Fig. 1: track usage over the die
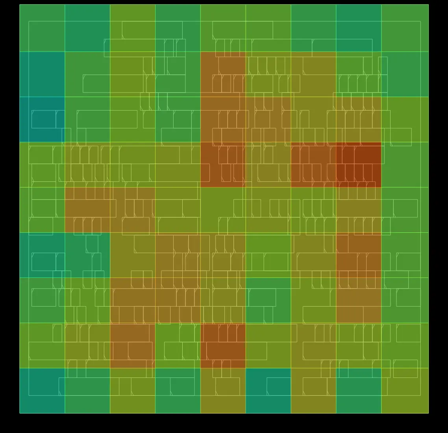
Fig. 2: sequential cells coloured by netlist name
Other sequential cells in the stronger grey, the rest of the logic in the fainter grey.
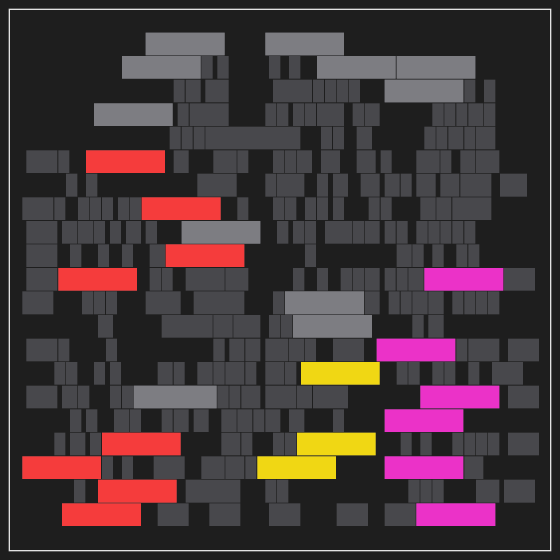
Fig. 3: the metal 1 layer
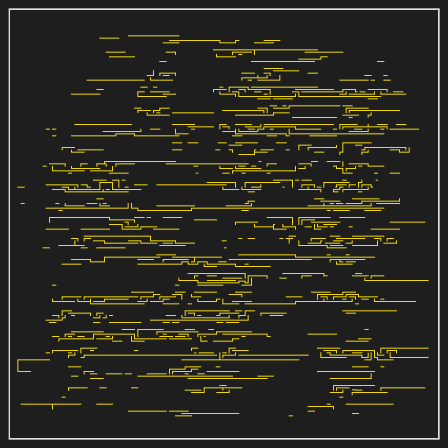
Fig. 4: I/O nets highlighted
The bar under the picture is 20 um long.
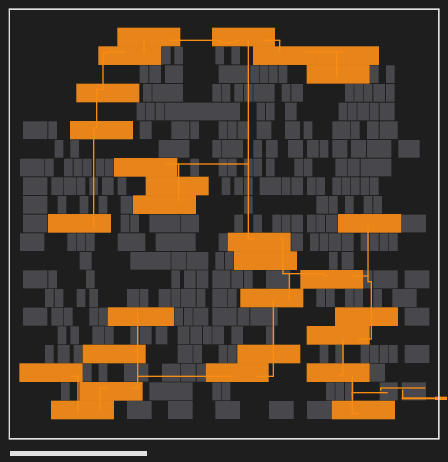
[config.mk]
export PLATFORM = sky130hd
export DESIGN_NAME = uart_tx
export DESIGN_NICKNAME = d
export VERILOG_FILES = /design/src/rtl/uart_pkg.sv /design/src/rtl/uart_tx_bit_timer.sv /design/src/rtl/uart_tx.sv
export SDC_FILE = /design/constraint.sdc
export NUM_CORES = 1
export LEC_CHECK = 0
export ABC_AREA = 1
export CAP_MARGIN = 10
export CORE_UTILIZATION = 50
export DETAILED_ROUTE_END_ITERATION = 10
export HOLD_SLACK_MARGIN = 0.05
export PLACE_DENSITY = 0.72
export SYNTH_ARGS = -nofsm -noshare
export SYNTH_HDL_FRONTEND = slang
export SYNTH_HIERARCHICAL = 1
export SYNTH_SLANG_ARGS = --single-unit
export TNS_END_PERCENT = 50
[constraint.sdc]
create_clock -name clk -period 3.7 [get_ports clk]
set_input_delay 0.555 -clock clk [delete_from_list [all_inputs] [get_ports clk]]
set_output_delay 0.555 -clock clk [all_outputs]
set_load 0.03 [all_outputs]
[src/rtl/uart_pkg.sv]
// Shared definitions for the UART transmitter: FSM state encoding, line levels
// and parity-type encoding.
package uart_pkg;

  typedef enum logic [2:0] {
    ST_IDLE   = 3'd0,
    ST_START  = 3'd1,
    ST_DATA   = 3'd2,
    ST_PARITY = 3'd3,
    ST_STOP   = 3'd4
  } uart_state_e;

  localparam logic START_BIT = 1'b0;
  localparam logic STOP_BIT  = 1'b1;

  typedef enum logic {
    PAR_EVEN = 1'b0,
    PAR_ODD  = 1'b1
  } uart_par_e;

  // Even parity is the plain XOR of the payload; odd parity inverts it.
  function automatic logic parity_bit(input logic xor_red, input logic par_typ);
    return (par_typ == PAR_ODD) ? ~xor_red : xor_red;
  endfunction

endpackage

[src/rtl/uart_tx_bit_timer.sv]
// Bit-period counter: counts 0..prescale-1 while running and strobes bit_done_o
// on the last cycle of each bit. A prescale of 0 is treated as 1.
module uart_tx_bit_timer #(
  parameter int PRESCALE_W = 6
) (
  input  logic                  clk,
  input  logic                  rstn,
  input  logic                  clear_i,
  input  logic                  run_i,
  input  logic [PRESCALE_W-1:0] prescale_i,
  output logic                  bit_done_o
);

  logic [PRESCALE_W-1:0] cnt_q;
  logic [PRESCALE_W-1:0] cnt_d;
  logic [PRESCALE_W-1:0] last_cnt;

  assign last_cnt   = (prescale_i == '0) ? '0 : prescale_i - PRESCALE_W'(1);
  assign bit_done_o = run_i && (cnt_q == last_cnt);

  always_comb begin
    cnt_d = cnt_q;
    if (clear_i) begin
      cnt_d = '0;
    end else if (run_i) begin
      cnt_d = bit_done_o ? '0 : cnt_q + PRESCALE_W'(1);
    end
  end

  always_ff @(posedge clk or negedge rstn) begin
    if (!rstn) begin
      cnt_q <= '0;
    end else begin
      cnt_q <= cnt_d;
    end
  end

endmodule

[src/rtl/uart_tx.sv]
// UART transmitter: start bit, DATA_WIDTH payload bits LSB first, optional
// parity bit (build with UART_TX_PARITY_EN), stop bit. Line idles high.
//
// Handshake: data_valid is a single-cycle request that is accepted only when
// the FSM is in IDLE (busy=0); requests while busy are dropped, there is no
// buffering. The frame's first start-bit cycle follows the accepting cycle.
module uart_tx
  import uart_pkg::*;
#(
  parameter int DATA_WIDTH = 8,
  parameter int PRESCALE_W = 6
) (
  input  logic                  clk,
  input  logic                  rstn,
  input  logic [DATA_WIDTH-1:0] p_data,
  input  logic                  data_valid,
`ifdef UART_TX_PARITY_EN
  input  logic                  par_en,
  input  logic                  par_typ,
`endif
  input  logic [PRESCALE_W-1:0] prescale,
  output logic                  tx_out,
  output logic                  busy,
  output uart_state_e           dbg_state_o
);

  localparam int IDX_W = (DATA_WIDTH > 1) ? $clog2(DATA_WIDTH) : 1;
  localparam logic [IDX_W-1:0] LAST_IDX = IDX_W'(DATA_WIDTH - 1);

  uart_state_e           state_q;
  logic                  tx_out_q;
  logic                  busy_q;
  logic [DATA_WIDTH-1:0] data_q;
  logic [IDX_W-1:0]      bit_idx_q;
  logic [PRESCALE_W-1:0] presc_q;
  logic                  accept;
  logic                  bit_done;
`ifdef UART_TX_PARITY_EN
  logic                  par_en_q;
  logic                  par_bit_q;
`endif

  assign accept      = (state_q == ST_IDLE) && data_valid;
  assign tx_out      = tx_out_q;
  assign busy        = busy_q;
  assign dbg_state_o = state_q;

  uart_tx_bit_timer #(
    .PRESCALE_W (PRESCALE_W)
  ) u_bit_timer (
    .clk        (clk),
    .rstn       (rstn),
    .clear_i    (accept),
    .run_i      (busy_q),
    .prescale_i (presc_q),
    .bit_done_o (bit_done)
  );

  // The prescale, payload and parity settings are all latched at acceptance so
  // that input changes during a frame cannot disturb it.
  always_ff @(posedge clk or negedge rstn) begin
    if (!rstn) begin
      state_q   <= ST_IDLE;
      tx_out_q  <= STOP_BIT;
      busy_q    <= 1'b0;
      data_q    <= '0;
      bit_idx_q <= '0;
      presc_q   <= '0;
`ifdef UART_TX_PARITY_EN
      par_en_q  <= 1'b0;
      par_bit_q <= 1'b0;
`endif
    end else begin
      case (state_q)
        ST_IDLE: begin
          if (data_valid) begin
            data_q    <= p_data;
            presc_q   <= prescale;
            bit_idx_q <= '0;
`ifdef UART_TX_PARITY_EN
            par_en_q  <= par_en;
            par_bit_q <= parity_bit(^p_data, par_typ);
`endif
            state_q   <= ST_START;
            tx_out_q  <= START_BIT;
            busy_q    <= 1'b1;
          end
        end

        ST_START: begin
          if (bit_done) begin
            state_q  <= ST_DATA;
            tx_out_q <= data_q[0];
          end
        end

        ST_DATA: begin
          if (bit_done) begin
            if (bit_idx_q == LAST_IDX) begin
              bit_idx_q <= '0;
`ifdef UART_TX_PARITY_EN
              if (par_en_q) begin
                state_q  <= ST_PARITY;
                tx_out_q <= par_bit_q;
              end else begin
                state_q  <= ST_STOP;
                tx_out_q <= STOP_BIT;
              end
`else
              state_q  <= ST_STOP;
              tx_out_q <= STOP_BIT;
`endif
            end else begin
              bit_idx_q <= bit_idx_q + IDX_W'(1);
              data_q    <= data_q >> 1;
              tx_out_q  <= data_q[1];
            end
          end
        end

        ST_PARITY: begin
          if (bit_done) begin
            state_q  <= ST_STOP;
            tx_out_q <= STOP_BIT;
          end
        end

        ST_STOP: begin
          if (bit_done) begin
            state_q  <= ST_IDLE;
            tx_out_q <= STOP_BIT;
            busy_q   <= 1'b0;
          end
        end

        default: begin
          state_q  <= ST_IDLE;
          tx_out_q <= STOP_BIT;
          busy_q   <= 1'b0;
        end
      endcase
    end
  end

endmodule

==> flow_metrics.tcl <==
# implementation run metrics
set metrics [dict create \
    synth.distinct_cells 30 \
    grt_pass1_vias 1476 \
    critical_path.max_fanout 10 \
    post-route-period-util_pct 63.48 \
    crit_type "reg -> reg" \
    required_ns 3.98 \
    cp-end-kind "flop" \
    drt-initial-drc-count 86 \
    edf_count 0 \
    grt_use_total_pct 19.81 \
    ys_cells 254 \
    cts_root_buf "clkbuf_4" \
    die_area_um2 3894 \
    async_flop_share_pct 100.0 \
    status "completed" \
    tightest_slew_ns 0.6916 \
    layout.nets 298 \
    initCoreUtil_pct 53.41 \
    hold_ws_ns 0.4962 \
    p_leak_uw 0.001110 \
    slew_violations 0 \
]
Notes on Fig. 1 above:
WL/cell: 10.96 um
final core utilization: 61.43%
met2 usage: 34.78%
GRT met3 Usage: 2.190%
Most Used Layer, Global Route: met2

Notes on Fig. 2 above:
Key: yellow = dbg_state_o [sequential cells 3]; red = data_q [sequential cells 8]; magenta = presc_q [sequential cells 6]
Another 11 sequential cells are not coloured.
flop share of the area: 33.45%
sequential power: 577 uW
Seq. cell area: 701.9 um2

Notes on Fig. 3 above:
The layer carries 1,700 um of wire. The layer holds 48% of the routed length. The longest straight run is 28.1 um.
DRT Wirelength: 3519 um
vias post-DR: 1,625

Notes on Fig. 4 above:
Key: orange = rstn [bits 1, direction input, edge right, end cells 28, buffers 2, wire 221 um]
PortBufs: 21
I/O pin count: 22

==> sequential cells by signal (all words and copies together) (netlist names) <==
name and cells:
dbg_state_o 3, bit_idx_q 3, tx_out 1, u_bit_timer/cnt_q 6, presc_q 6, data_q 8, busy 1
==> stage by stage <==
stage	utilization [%]	area (um2)	instances	setup slack, ns
floorplan	-	1824	254	1.683
global placement	59.89	2046	317	1.464
detailed placement	59.89	2046	317	1.391
CTS	61.43	2098	321	1.360
global route	61.43	2098	321	1.065
finish	61.43	2098	321	1.351
==> worst max-delay path, cell delays in order (launching register included) <==
cell and delay [ns]:
dfrtp_1 0.41, inv_1 0.14, ha_1 0.29, nand3_2 0.19, nand2_1 0.10, nand2_1 0.05, nand2_1 0.05, nand3_1 0.07
nor2_2 0.12, nand2_2 0.12, inv_1 0.09, inv_1 0.14, nand2_2 0.24, nand2_1 0.08, o21ai_0 0.15, nand2_1 0.07
==> layout by cell type (no fill, tap or decap), types with 2 or more instances in the layout <==
cell | synthesis | layout
nand3b_1 | 4 | 4
o21ai_0 | 3 | 3
inv_1 | 16 | 16
o21ai_4 | 2 | 2
nor3_1 | 2 | 2
nand3_2 | 2 | 2
inv_2 | 5 | 5
xor2_1 | 3 | 3
clkbuf_4 | 0 | 3
nand3_1 | 32 | 32
nand2_2 | 4 | 4
nand2_1 | 112 | 112
nor2_1 | 13 | 13
dfrtp_1 | 27 | 27
nor2_2 | 5 | 5
ha_1 | 5 | 5
nand4_1 | 3 | 3
a21oi_1 | 2 | 2
clkdlybuf4s50_1 | 0 | 21
==> kinds of logic (layout without fill, tap and decap cells) <==
kind of cell	after synthesis	count (layout)	synth area share [%]
AND-OR/OR-AND	9	9	3.909
XOR/XNOR	4	4	1.921
adder cells (fa/ha/maj)	5	5	3.429
buffers and inverters	27	48	7.614
flip-flops	28	28	38.48
AND/OR/NAND/NOR	181	181	44.65
==> power by group <==
| part | internal [uW] | switching [uW] | leakage, uW |
|---|---|---|---|
| registers | 428 | 149 | 0.000355 |
| logic | 330 | 550 | 0.000727 |
| clock network | 110 | 91.3 | 0.0000279 |
| total | 868 | 791 | 0.00111 |
==> layout make-up <==
class                           instances  area, um2  share of cell area, %
Multi-Input combinational cell        199      983.4                  46.87
Sequential cell                        28      701.9                  33.45
Timing Repair Buffer                   22      217.7                  10.38
Inverter                               22      85.08                  4.055
Tap cell                               46      57.56                  2.743
Clock inverter                          1      30.03                  1.431
Clock buffer                            3      22.52                  1.073
==> metal layers <==
metal  vias up  wire length (um)
met3         2                96
met5         -                 0
met4         0                24
met1       747              1703
met2        30              1694
li1        846                 -
==> worst paths after layout <==
kind,slack (ns),from,end,cells past startpoint
worst max-delay path,1.35,presc_q[0],tx_out,15
worst min-delay path,0.50,data_q[4],data_q[4],2
worst max register to register,1.35,presc_q[0],tx_out,15
worst min register to register,0.50,data_q[4],data_q[4],2
max in group asynchronous,2.81,rstn,tx_out,2
min in group asynchronous,0.58,rstn,presc_q[1],2
Power figures rest on the tool's default switching activity, not on a simulated workload.
